File: config.mk
export PLATFORM = sky130hd
export DESIGN_NAME = fifo_word_packer
export DESIGN_NICKNAME = d
export VERILOG_FILES = /design/src/rtl/fifo_word_packer.sv
export SDC_FILE = /design/constraint.sdc
export NUM_CORES = 1
export LEC_CHECK = 0
export CAP_MARGIN = 10
export CELL_PAD_IN_SITES_DETAIL_PLACEMENT = 0
export CELL_PAD_IN_SITES_GLOBAL_PLACEMENT = 1
export CORE_MARGIN = 2
export CORE_UTILIZATION = 30
export CTS_CLUSTER_SIZE = 12
export DETAILED_ROUTE_END_ITERATION = 10
export MAX_ROUTING_LAYER = met4
export PLACE_DENSITY = 0.72
export SYNTH_ARGS = -nofsm -noshare
export SYNTH_HDL_FRONTEND = slang
export SYNTH_SLANG_ARGS = --single-unit
export TNS_END_PERCENT = 10
File: constraint.sdc
create_clock -name clk -period 2.5 [get_ports clk]
set_input_delay 0.5 -clock clk [delete_from_list [all_inputs] [get_ports clk]]
set_output_delay 0.5 -clock clk [all_outputs]
set_load 0.01 [all_outputs]
File: src/rtl/fifo_word_packer.sv
// Packs NUM_BYTES consecutive FIFO bytes (first byte in lane 0) into one word on a
// valid/ready port; a flush emits the partial word with a lane-keep mask.
module fifo_word_packer #(
   parameter int NUM_BYTES = 4,
   parameter int BYTE_W    = 8
) (
   input  logic                        clk,
   input  logic                        rst,
   input  logic                        fifo_empty,
   output logic                        fifo_rd_en,
   input  logic [BYTE_W-1:0]           fifo_data,
   input  logic                        flush,
   output logic [NUM_BYTES*BYTE_W-1:0] word_data,
   output logic [NUM_BYTES-1:0]        word_keep,
   output logic                        word_valid,
   input  logic                        word_ready,
   output logic [15:0]                 words_out
);

   localparam int CW = $clog2(NUM_BYTES + 1);
   localparam logic [CW-1:0] FULL_CNT = CW'(NUM_BYTES);

   typedef enum logic {
      FILL,
      HOLD
   } state_t;

   state_t                      state, state_nx;
   logic [CW-1:0]               cnt, cnt_nx, cnt_landed;
   logic                        inflight, inflight_nx;
   logic                        flush_pending, flush_pending_nx;
   logic [NUM_BYTES*BYTE_W-1:0] data_nx;
   logic [NUM_BYTES-1:0]        keep_nx;
   logic [15:0]                 words_nx;

   // Popped bytes plus the one in flight never exceed a word, so a landing byte always has a lane.
   always_comb begin
      fifo_rd_en = !rst && (state == FILL) && !fifo_empty && !flush_pending &&
                   ((cnt + CW'(inflight)) < FULL_CNT);
   end

   always_comb begin
      state_nx         = state;
      cnt_nx           = cnt;
      cnt_landed       = cnt;
      inflight_nx      = fifo_rd_en;
      flush_pending_nx = flush_pending;
      data_nx          = word_data;
      keep_nx          = word_keep;
      words_nx         = words_out;
      word_valid       = (state == HOLD);

      case (state)
         FILL: begin
            if (inflight) begin
               for (int unsigned i = 0; i < NUM_BYTES; i++) begin
                  if (cnt == CW'(i)) data_nx[i*BYTE_W +: BYTE_W] = fifo_data;
               end
               cnt_landed = cnt + CW'(1);
            end
            cnt_nx = cnt_landed;

            if (cnt_landed == FULL_CNT) begin
               state_nx         = HOLD;
               keep_nx          = '1;
               flush_pending_nx = 1'b0;
            end else if (flush_pending && !inflight && (cnt != '0)) begin
               state_nx = HOLD;
               for (int unsigned i = 0; i < NUM_BYTES; i++) begin
                  keep_nx[i] = (CW'(i) < cnt);
               end
            end else if (flush && ((cnt != '0) || inflight)) begin
               flush_pending_nx = 1'b1;
            end
         end

         HOLD: begin
            if (word_ready) begin
               state_nx         = FILL;
               cnt_nx           = '0;
               flush_pending_nx = 1'b0;
               data_nx          = '0;
               words_nx         = words_out + 16'd1;
            end
         end

         default: state_nx = FILL;
      endcase
   end

   always_ff @(posedge clk) begin
      if (rst) begin
         state         <= FILL;
         cnt           <= '0;
         inflight      <= 1'b0;
         flush_pending <= 1'b0;
         word_data     <= '0;
         word_keep     <= '0;
         words_out     <= '0;
      end else begin
         state         <= state_nx;
         cnt           <= cnt_nx;
         inflight      <= inflight_nx;
         flush_pending <= flush_pending_nx;
         word_data     <= data_nx;
         word_keep     <= keep_nx;
         words_out     <= words_nx;
      end
   end

endmodule

Run 1, drive-strength map:
Drawn at 4 px/um.
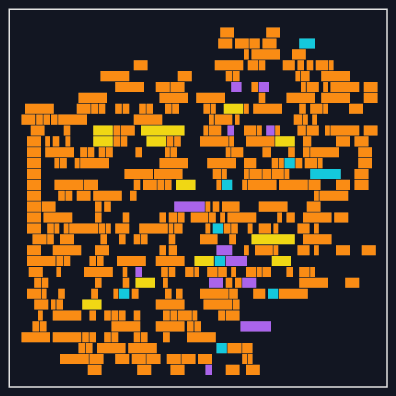
colour	size	cells	share
yellow	drive 6 and up	12	3.3%
orange	drive 1 or less	329	91%
purple	drive 2	12	3.3%
cyan	drive 3 to 4	9	2.5%
Post-Layout Inst Area: 3410 sq um
post-synthesis to final-layout area growth: 40.4%

Run 1, the metal 3 layer:
Drawn at 3 px/um.
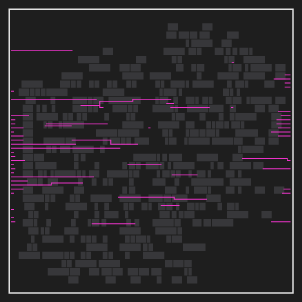
share of all routed wire	6.8%
main direction	horizontal
wire length on this layer	448 um
GR met3 Demand/Resource: 6.42%
Total Routed Length: 6560 um
via count: 2269

Run 1, placed cells, one colour a class:
Drawn at 4 px/um.
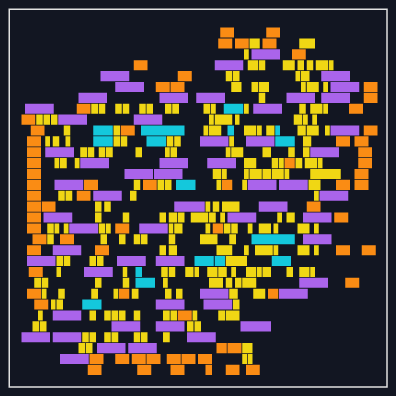
colour	class	cells
cyan	clock drivers and dummy loads	16
purple	flip-flops	58
yellow	all other logic	216
orange	other buffers and delay cells	72
area of the core: 7810 sq um
Final Core Density: 43.7%
flip-flop and latch share of the layout cell area: 34.1%
count of standard-cell rows: 32

Run 1, where the registers sit:
Drawn at 4 px/um. Other sequential cells in the stronger grey, the rest of the logic in the fainter grey.
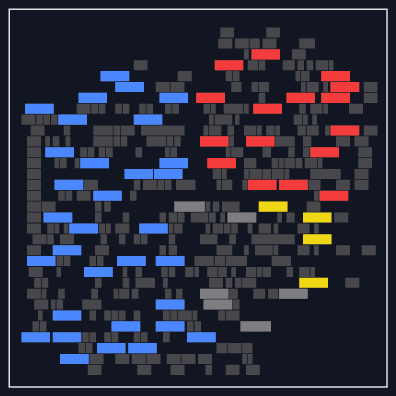
colour	netlist name	placed flops
yellow	word_keep	4
red	words_out	16
blue	word_data	32
not coloured	6
sequential logic power: 0.000961 W
Reg area: 1160 sq um

==> notes.md, run 1 <==
Implementation summary

In this run the critical path is formed by clkdlybuf4s50_1 > or4_1 > nor2_1 > clkdlybuf4s50_1. The total standard cell area after synthesis is 2430 sq um. The maximum fanout along the worst path is 2. The detailed route wirelength on metal2 is 3040 um. The run finished with clean final reports. The reported leakage power is 1.14 nW. The overall chip area is 8840 sq um.

The path class of the tightest hold or removal check is in2reg. The tool warning count for the run is 28. Dividing total power by cell area gives a power density of 610 nW/um^2. Once detail routing completed, the nets flagged for antenna violations numbered 0. The overall die width is 94.0 um. Sorting the Yosys area breakdown by cell type puts at the top dfxtp_1. In the finished layout, the clock tree contains a buffer count of 11.

The H-tree generated during clock tree synthesis spans 3 levels. The number of hold-repair buffers added at the cts stage is 0. The synthesized netlist net count is 309. The height of the die is 94.0 um. Per STA, the library cell used most along the worst path is clkdlybuf4s50_1.

The delay of the slowest cell on the worst path is 0.53 ns. The aoi/oai-family share of the synthesized area is 12.6%. The fraction of the mapped netlist area in simple logic gates is 27.9%. The residual overflow from global routing is 0. The required time of the critical path is 2.00 ns. The half-perimeter wire length after detailed placement is 4450 um.

The placement summary gives the final routability congestion estimate as 0.767. According to the report, the first pass of detailed routing completed in 4 iterations. The kind of cell with the highest combined delay along the critical path is buffers and inverters. The cell type of the slowest stage on the worst timing path is clkdlybuf4s50_1.

The dominant logic cell type in the layout is clkdlybuf4s50_1. Multi-input logic gates represent a cell area share of 34.4%. Of the cells placed in the final design, the portion with a size suffix greater than 1 is 9.12%.

The slew check shows that the tightest pin keeps a relative margin of 56.2%. Fill cells in the final layout number 795. The final cycle utilization of the critical path is 98.2%. The inverter tally of the final layout excluding the clock network is 8. The final count of pins violating max slew is 0.

The design has 58 sequential cells. The share of the yosys chip area belonging to registers is 47.7%. STA classifies the critical path startpoint as an input port. Per the GRT log, the top usage layer is met2. The count of distinct cell types in the synthesized netlist is 36. STA classifies the critical path endpoint as an output pin. The top routing layer in use is met4. The arithmetic-cell share of the synthesized area counting full adders, half adders and majority gates is 2.57%. The via count of the first global-routing pass was 2277.

67 I/O pins were placed. Setup violations remaining at the end of the flow were counted as 0. The final critical-path required period is 2.45 ns. After synthesis, the cell types taking the most area are dfxtp_1 (48%), nand3_1 (11%), a21oi_1 (8.4%). Post-CTS repair ended up resizing 0 cells. The TritonCTS clock tree is built.

The number of input and output port buffers inserted is 66. The detailed placer reported the number of placed instances as 448. The combinational gate count is 208.

Ranking logic cells in the layout by count gives the top entries clkdlybuf4s50_1 (65), dfxtp_1 (56), nand3_1 (55). The multi-input combinational cells in the finished layout cover a total of 1170 sq um. The area reported by Yosys stat is 2430 sq um. The number of instances in the synthesized netlist is 291.

The tally of max-capacitance violations is 0. Dividing the synthesized area by the synthesized cell count gives 8.36 sq um. After detailed routing, the number of vias per cell comes to 4.89.

The number of non-filler instances in the completed layout is 464. The count of non-CTS buffers in the layout is 72. At the end of the flow, the number of nets in the layout was 375. The number of antenna violations at the first check in global routing came to 0. The dominant kind of cell is combinational gates. The fraction of the core area occupied by cells at floorplan is 31.2%. The wire length of the first global-routing pass is 10900 um.

The number of inserted diodes is 0. The fraction of final cell area spent on clock buffers and inverters in this run is 6.41%. The total setup buffers inserted after CTS is 0. Per the post-run analysis, buffers plus inverters along the critical path come to 2. After detailed routing, the met3 layer carries 447 um of wire. The type of the worst setup path is in2out.

The script logs the mean routed wire length per placed instance as 14.1 um. The data arrival time at the worst-slack endpoint is 1.95 ns.
run 1: cells in the mapped netlist (all sizes together):
library cell,instances
nand2b,2
nand3,55
nor4,3
a21oi,41
mux2,1
xnor2,9
inv,8
nor3b,1
a221oi,3
or4,2
and3,2
xor2,4
buf,5
nand3b,1
a2111oi,1
and2,4
o21ai,3
or3,3
o211a,1
nand4,4
nand2,31
nor2,19
a21bo,1
ha,5
nor2b,1
clkbuf,12
and4,1
o31ai,1
dfxtp,58
o21ba,1
nor3,6
a211oi,1
or2,1
run 1: tightest hold or removal path, stage by stage:
cell,delay (ns)
buf_2,0.09
or4_1,0.11
nor2_1,0.05
run 1: power by group:
part / internal [W] / switching [W] / total, W
Sequential: 0.000945 / 0.0000161 / 0.000961
Clock: 0.000585 / 0.000372 / 0.000957
Combinational: 0.0000752 / 0.0000901 / 0.000165
Total: 0.00161 / 0.000478 / 0.00208
run 1: state kept, by name (all words and copies together) (netlist names):
signal,count
word_data,32
words_out,16
word_keep,4
cnt,3
flush_pending,1
inflight,1
word_valid,1
run 1: worst paths after layout:
kind                 from      endpoint  slack [ns]  cells after the start
max            fifo_empty    fifo_rd_en        0.05                      4
min                   rst      inflight        0.45                      3
max reg2reg        cnt[1]  word_keep[1]        0.31                      6
min reg2reg  word_keep[3]  word_keep[3]        0.46                      2
run 1: metrics by stage:
step | util, % | instance area [sq um] | hold WS [ns] | total power, W | setup slack, ns
finish | 43.7 | 3410 | 0.454 | 0.00208 | 0.0453
global route | 43.7 | 3410 | 0.454 | 0.00218 | 0.00708
CTS | 43.7 | 3410 | 0.447 | 0.00211 | 0.0360
detailed placement | 40.9 | 3190 | 0.452 | 0.00115 | 0.0355
global placement | 40.9 | 3190 | 0.450 | 0.00115 | 0.0470
floorplan | - | 2430 | 0.478 | 0.00106 | 0.555
==> run 2: changes to the inputs <==
--- a/config.mk
+++ b/config.mk
@@ -13,7 +13,8 @@
 export CTS_CLUSTER_SIZE = 12
 export DETAILED_ROUTE_END_ITERATION = 10
 export MAX_ROUTING_LAYER = met4
-export PLACE_DENSITY = 0.72
+export PLACE_DENSITY_LB_ADDON = 0.1
+export SLEW_MARGIN = 20
 export SYNTH_ARGS = -nofsm -noshare
 export SYNTH_HDL_FRONTEND = slang
 export SYNTH_SLANG_ARGS = --single-unit
==> constraint.sdc (replaced) <==
create_clock -name clk -period 3.2 [get_ports clk]
set_input_delay 0.64 -clock clk [delete_from_list [all_inputs] [get_ports clk]]
set_output_delay 0.64 -clock clk [all_outputs]
set_load 0.01 [all_outputs]
Run 2, the metal 3 layer:
Drawn at 3 px/um.
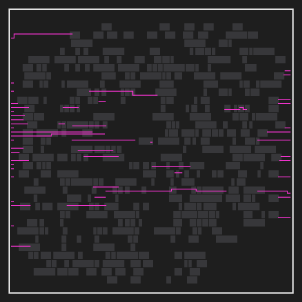
GR met3 Demand/Resource: 6.02%
via count: 2250
Total Routed Length: 6690 um

Run 2, cell outlines without signal wires:
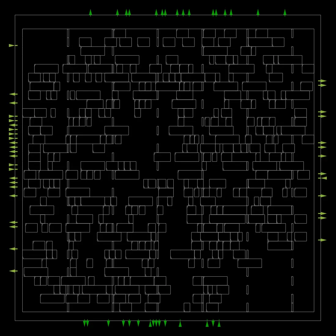
seq_cells: 58
Post-Layout Cell Count: 460
count of fill cells added during filler insertion: 819
flip-flop and latch share of the layout cell area: 34.6%
Final Core Density: 43.0%

==> notes.md, run 2 <==
Implementation summary

The area reported by Yosys stat is 2430 sq um. At the end of the flow, the number of nets in the layout was 372. The dominant logic cell type in the layout is clkdlybuf4s50_1. The number of clock sinks came to 58. The number of DRC violations after detailed routing is 0. The fraction of post-synthesis cell area in the top cell type by area is 47.7%. The proportion of register bits with asynchronous set or reset after synthesis is 0%. The worst VDD IR drop from the latest analysis is 205 uV. The ratio of routed vias to standard cells is 4.89. Once detail routing completed, the nets flagged for antenna violations numbered 0.

The OpenROAD report gives the critical path a data arrival time of 2.12 ns. The registers reported with the highest flop counts are word_data x32, words_out x16, word_keep x4. TritonCTS built the clock tree. After clock tree synthesis, the clock-pin slew on the worst setup and hold paths is 0.06 ns. The register with the most flip-flops in the layout has 32 of them. Entering global routing, the biggest net connects 58 pins.

Per the summary, power density relative to cell area is 458 nW/um^2. The smallest clock period supported by the final layout is computed as 2.76 ns. The CTS H-tree depth is 3. The startpoint identified for the worst hold timing path is word_keep[3]. The tool flagged a number of max-cap violations equal to 0. The flow ran to the end, and the final reports show no timing, DRC or antenna violations. The most used flip-flop cell after synthesis is dfxtp_1. Setup slack closes at 0.439 ns. The number of failing hold endpoints at the final stage is 0. The average wire per standard cell is 14.5 um. The overall die width is 94.0 um. The placement row count is 32. Per the placement log, port buffering inserted 66 buffers. The clock skew is 0.00866 ns. The overall chip area is 8840 sq um. Across all hold checks on the routed design, the worst slack comes to 0.455 ns. The required time of the critical path is 2.56 ns. The violation tally recorded at the end of detailed-routing iteration 0 is 74.

Setup repair after global routing left no endpoint under its margin. The worst setup path is of the in2out kind. 67 I/O pins were placed. The number of antenna violations at the first check in global routing is 0. The number of inserted diodes is 0. The routability-driven placement congestion ratio is 0.745. The origin of the worst setup path is fifo_empty. Leaving out fill and tap cells, the most frequent cells in the layout are clkdlybuf4s50_1 (65), dfxtp_1 (58), nand3_1 (55). The synthesized netlist net count is 309. The number of different library cells used by synthesis comes to 36. The final count of pins violating max slew is 0. The number of hold-repair buffers added at the cts stage is 0.

The maximum fanout along the worst path is 2. In this run the cell area of the synthesized design comes to 2430 sq um. The number of synthesized register bits is 58. The initial utilization of the core area, before any placement, comes to 31.2%. The slew check shows that the tightest pin keeps a relative margin of 52.6%.

STA classifies the critical path endpoint as an output pin. At the pin with the least slew margin, the transition time is 0.710 ns. The root buffer cell is clkbuf_8. The final critical path takes up 86.3% of the cycle. The share of the yosys chip area belonging to registers is 47.7%. The residual overflow from global routing is 0. The most critical min-delay path falls under reg2reg.

In this run the mean area of a mapped cell was 8.36 sq um. The height of the die is 94.0 um. The number of CTS-inserted buffers is 9. In this run the critical register-to-register path is launched from cnt[0]. The via count of the first global-routing pass is 2206. Global routing used 16.5% of the available tracks across all layers. For this run, the detailed router's first-pass iteration total came to 4.

The tally of OpenROAD warnings is 28. The half-perimeter wire length after detailed placement is 4430 um. The worst setup path is launched from an input port. Ranked by flip-flop count, first place goes to word_data.

The biggest area contributor in the post-synthesis netlist is dfxtp_1. The leakage power in the latest report is 1.11 nW. The report lists the number of cells resized after CTS as 0. Per the final layout report, the fraction of cells sized above drive strength 1 comes to 7.26%. The number of failing setup endpoints in the final timing report is 0. The first global-routing pass estimated 10900 um of wire. The total setup buffers inserted after CTS is 0. Based on the critical path, the design can be clocked at up to 362 MHz. The total cells reported by yosys after synthesis is 291. Ranked by instance count, the synthesized netlist is headed by dfxtp_1 (58), nand3_1 (55), a21oi_1 (41). The number of warnings printed during yosys synthesis is 0. Yosys attributes the largest share of cell area to dfxtp_1 (48%), nand3_1 (11%), a21oi_1 (8.4%). Counting every instance in the synthesized netlist gives 291.

The final total negative setup slack is 0 ns. The post-place setup slack is 0.439 ns. Yosys instantiated no cell more often than dfxtp_1.

Per the run report, area growth between synthesis and finish was 38.0%. In this run the deepest clock path goes through 2 buffers. The number of flops mapped to enable cells by yosys is 0.

Per the OpenROAD floorplan log, the area of the core is 7810 sq um.
Run 2, where the registers sit:
Drawn at 4 px/um. Other sequential cells in the stronger grey, the rest of the logic in the fainter grey.
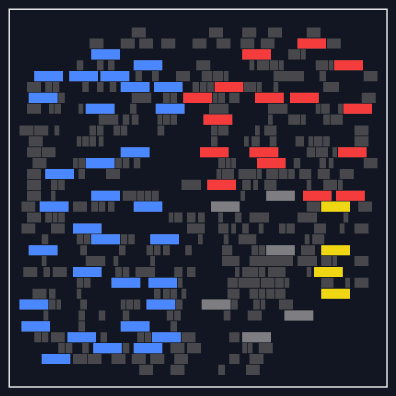
colour	netlist name	placed flops
blue	word_data	32
red	words_out	16
yellow	word_keep	4
Reg area: 1160 sq um
sequential logic power: 0.000753 W

[run 2: cell families (layout without fill, tap and decap cells)]
logic type,after synthesis,count (layout),synth area share [%]
buf+inv,25,92,4.01
fa+ha+maj,5,5,2.57
simple gates,136,136,27.9
flops,58,58,47.7
mux,1,1,0.463
xor+xnor,13,13,4.68
compound gates,53,53,12.6
[run 2: critical path, stage by stage]
cell,delay (ns)
clkdlybuf4s50_1,0.40
or4_1,0.42
nor2_1,0.12
clkdlybuf4s50_1,0.54
[run 2: per-layer routing]
layer	track usage [%]	share of wire, %
met1	20.8	47
met2	24.9	46
met5	-	0
met3	6.02	5.5
met4	4.59	1.5
[run 2: path summary, 6_finish.rpt]
path	to	slack, ns	cells after the start
min reg2reg	word_keep[3]	0.46	2
max	fifo_rd_en	0.44	4
min	word_keep[3]	0.46	2
max reg2reg	word_keep[2]	0.96	6
[run 2: final cells by class]
cell class                      instances  area (sq um)  area share, %
Tap cell                              102           128           3.80
Sequential cell                        58          1160           34.6
Multi-Input combinational cell        208          1170           35.0
Timing Repair Buffer                   69           678           20.2
Inverter                                8          30.0          0.895
Clock buffer                           12           145           4.33
Clock inverter                          3          40.0           1.19
[run 2: power by group]
part           internal [W]  switching (W)
Clock              0.000375       0.000285
Combinational     0.0000557      0.0000676
Sequential         0.000738      0.0000151
Total               0.00117       0.000368
[run 2: through the flow]
stage,cells,total power [W],instance area [sq um]
2_1_floorplan,291,0.000829,2430
3_3_place_gp,445,0.000893,3170
3_5_place_dp,445,0.000893,3170
4_1_cts,460,0.00156,3360
5_1_grt,460,0.00161,3360
6_report,460,0.00154,3360
==> run 3: changes to the inputs <==
--- a/config.mk
+++ b/config.mk
@@ -5,15 +5,12 @@
 export SDC_FILE = /design/constraint.sdc
 export NUM_CORES = 1
 export LEC_CHECK = 0
-export CAP_MARGIN = 10
-export CELL_PAD_IN_SITES_DETAIL_PLACEMENT = 0
-export CELL_PAD_IN_SITES_GLOBAL_PLACEMENT = 1
+export CAP_MARGIN = 20
 export CORE_MARGIN = 2
 export CORE_UTILIZATION = 30
 export CTS_CLUSTER_SIZE = 12
 export DETAILED_ROUTE_END_ITERATION = 10
 export MAX_ROUTING_LAYER = met4
-export PLACE_DENSITY_LB_ADDON = 0.1
 export SLEW_MARGIN = 20
 export SYNTH_ARGS = -nofsm -noshare
 export SYNTH_HDL_FRONTEND = slang
Run 3, drive-strength map:
Drawn at 4 px/um.
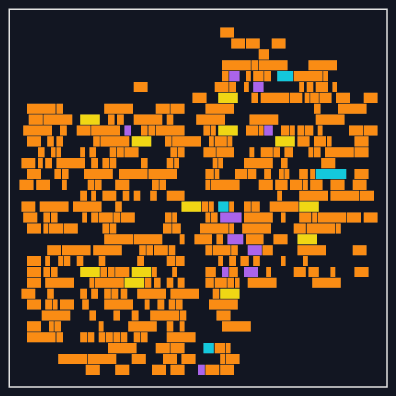
Post-Layout Inst Area: 3350 sq um
post-synthesis to final-layout area growth: 37.6%
slack of the critical path: 0.465 ns

Run 3, placed cells, one colour a class:
Drawn at 4 px/um.
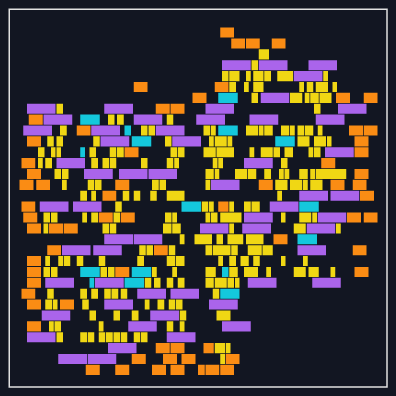
colour	class	cells
orange	other buffers and delay cells	68
purple	flip-flops	58
cyan	clock drivers and dummy loads	16
yellow	all other logic	216
Final Core Density: 42.9%
flip-flop and latch share of the layout cell area: 34.7%

==> notes.md, run 3 <==
Implementation summary

The most common cell in the synthesized netlist is dfxtp_1. The via count of the first global-routing pass is 2227. The overall chip area is 8840 sq um. The maximum fanout along the worst path is 2. The worst setup path is launched from an input port. Global routing consumed, over all layers together, 16.7% of the routing resources. The floorplan step records an initial core utilization of 31.2%.

The number of DRC violations after detailed routing is 0. The ratio of routed vias to standard cells is 5.00. The transition time of the tightest slew-check pin is 0.663 ns. The total standard cell area after synthesis is 2430 sq um. Per the finish-stage timing summary, setup violations number 0. The post-synth count of flops with an enable pin is 0. The CTS H-tree depth is 3. Synthesis produced 291 cells. The routed design uses 487 um of met3 wire. The net count after synthesis is 309. Measured along the y axis, the die boundary spans 94.0 um. The peak-usage layer in the global routing report is met2.

Counting distinct cell types in the post-synthesis netlist gives 36. In the Yosys report, the sequential cells make up 47.7% of the chip area. The highest clock rate is 366 MHz. For this run, the chip area from Yosys synthesis comes to 2430 sq um. The total routed wirelength is 6560 um. After the first detailed-routing iteration, the DRC count stood at 69. The number of antenna violations at the first check in global routing was 0. The tally of max-capacitance violations is 0. The most used flip-flop cell after synthesis is dfxtp_1.

The flow ran to the end, and the final reports show no timing, DRC or antenna violations. The proportion of register bits with asynchronous set or reset after synthesis is 0%. Once the clock tree was built, the resizer swapped 0 gates to a different size. Yosys reports that the most numerous cell types are dfxtp_1 (58), nand3_1 (55), a21oi_1 (41). The maximum number of pins on one net before global-route repair is 58. The logic depth of the worst register-to-register path is 6. The register with the most flip-flops in the layout has 32 of them.

After clock tree synthesis, the setup repair step added 0 buffers. The first detailed-routing pass took 4 iterations. The reported leakage power is 1.10 nW. The routed wirelength on the met1 layer is recorded as 3080 um. The number of inserted diodes is 0. The final total negative setup slack is 0 ns. The residual overflow from global routing is 0. The dominant logic cell type in the layout is clkdlybuf4s50_1. The clock skew is 0.00701 ns.

The global routing usage on met2 is 24.3%. The worst setup path is of the in2out kind. The total cells reported by yosys after synthesis is 291. The worst max-slew margin expressed relative to the limit is 55.7%. The number of CTS-inserted buffers is 9. The logs give a warning total of 28. The average wire per standard cell is 14.3 um. The met1 track demand over resource is 20.5%. In this run the deepest clock path goes through 2 buffers.

Yosys printed 0 warnings. The final cycle utilization of the critical path is 85.5%. Endpoints failing hold in the final report were tallied at 0. Data arrives at the worst endpoint at 2.09 ns. Setup repair after global routing left no endpoint under its margin. The worst hold path cell count is 2.

The top routing layer in use is met4. The final critical-path required period is 2.73 ns. The filler cells instantiated in the layout total 790. The detailed router reports a met2 wire length of 2950 um. The placement row count is 32. The tree is rooted in a clkbuf_8.

Of the cells placed in the final design, the portion with a size suffix greater than 1 is 7.26%. The TritonCTS clock tree is built. According to the floorplan report, the die width is 94.0 um.

The number of clock sinks seen by CTS is 58. The number of synthesized register bits is 58. The number of input and output port buffers inserted is 66.

The number of hold-repair buffers added at the cts stage is 0. The maximum VDD drop is 303 uV. The number of I/O pins is 67.

word_data holds more flip-flops than any other register. Across all hold checks on the routed design, the worst slack comes to 0.456 ns. Per the post-synthesis stats, the area per cell is 8.36 sq um. The library cell with the largest summed area after synthesis is dfxtp_1.

The fraction of post-synthesis cell area in the top cell type by area is 47.7%. The first global-routing pass estimated 11000 um of wire. The remaining number of nets flagged by the antenna check after routing is 0.

The final count of pins violating max slew is 0. Checking hold timing, the worst path is listed with class reg2reg. As reported, the later end of the worst-skew pair has a clock insertion delay of 0.34 ns. On the worst setup and hold paths after CTS, the clock-pin slew comes to 0.06 ns.

The post-layout net count is 371. The required time of the critical path is 2.56 ns. The final weighted congestion recorded by global placement is 0.776. By area the synthesized netlist is led by dfxtp_1 (48%), nand3_1 (11%), a21oi_1 (8.4%). The core area is 7810 sq um. The met3 track utilization from global routing is 8.51%. The power density of the placed cells is 447 nW/um^2.

The critical path capture point type is an output pin. The number of vias in the routed layout is 2300. According to the dpl log, the detail-placed design has an HPWL of 4370 um. In the final layout, the registers with the most flip-flops are word_data x32, words_out x16, word_keep x4. After layout, the design draws a total of 0.00150 W. In the layout the commonest cells are clkdlybuf4s50_1 (65), dfxtp_1 (58), nand3_1 (55).
Run 3, where the registers sit:
Drawn at 4 px/um. Other sequential cells in the stronger grey, the rest of the logic in the fainter grey.
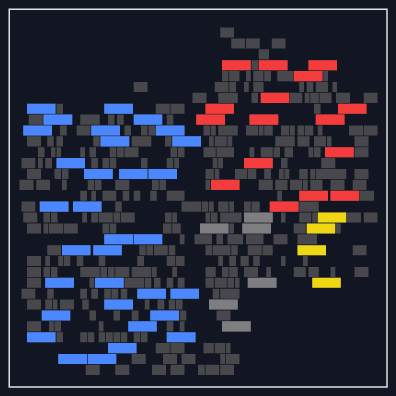
colour	netlist name	placed flops
red	words_out	16
blue	word_data	32
yellow	word_keep	4

[run 3: cell counts after synthesis]
No cell type changed its count.
[run 3: report_power, final]
part,switching (W),internal [W]
combinational,0.0000672,0.0000554
sequential,0.0000152,0.000738
clock,0.000277,0.000342
[run 3: cell families (layout without fill, tap and decap cells)]
| family | Yosys count | count (layout) | share of synthesized area [%] |
|---|---|---|---|
| buf+inv | 25 | 92 | 4.01 |
| fa+ha+maj | 5 | 5 | 2.57 |
| xor+xnor | 13 | 13 | 4.68 |
| mux | 1 | 1 | 0.463 |
| simple gates | 136 | 136 | 27.9 |
| flops | 58 | 58 | 47.7 |
| compound gates | 53 | 53 | 12.6 |
[run 3: worst max-delay path, cell delays in order]
cell and delay [ns]:
clkdlybuf4s50_1 0.39, or4_1 0.42, nor2_1 0.11, clkdlybuf4s50_1 0.53
[run 3: worst paths after layout]
kind | startpoint | slack, ns | end
setup / recovery | fifo_empty | 0.47 | fifo_rd_en
hold / removal | word_keep[3] | 0.46 | word_keep[3]
setup reg to reg | cnt[1] | 0.92 | word_keep[0]
hold reg to reg | word_keep[3] | 0.46 | word_keep[3]
[run 3: layout make-up]
type,count,area (sq um),share of cell area [%]
Timing Repair Buffer,68,671,20.0
Multi-Input combinational cell,208,1170,35.1
Clock inverter,2,10.0,0.299
Inverter,8,30.0,0.898
Sequential cell,58,1160,34.7
Clock buffer,14,173,5.16
Tap cell,102,128,3.81
[run 3: through the flow]
stage	instance area [sq um]	cells	setup slack, ns	utilization [%]
2_1_floorplan	2430	291	1.24	-
3_3_place_gp	3160	444	0.463	40.5
3_5_place_dp	3160	444	0.457	40.5
4_1_cts	3350	460	0.460	42.9
5_1_grt	3350	460	0.394	42.9
6_report	3350	460	0.465	42.9
No activity file was given, so power comes from the tool's default toggle rates.
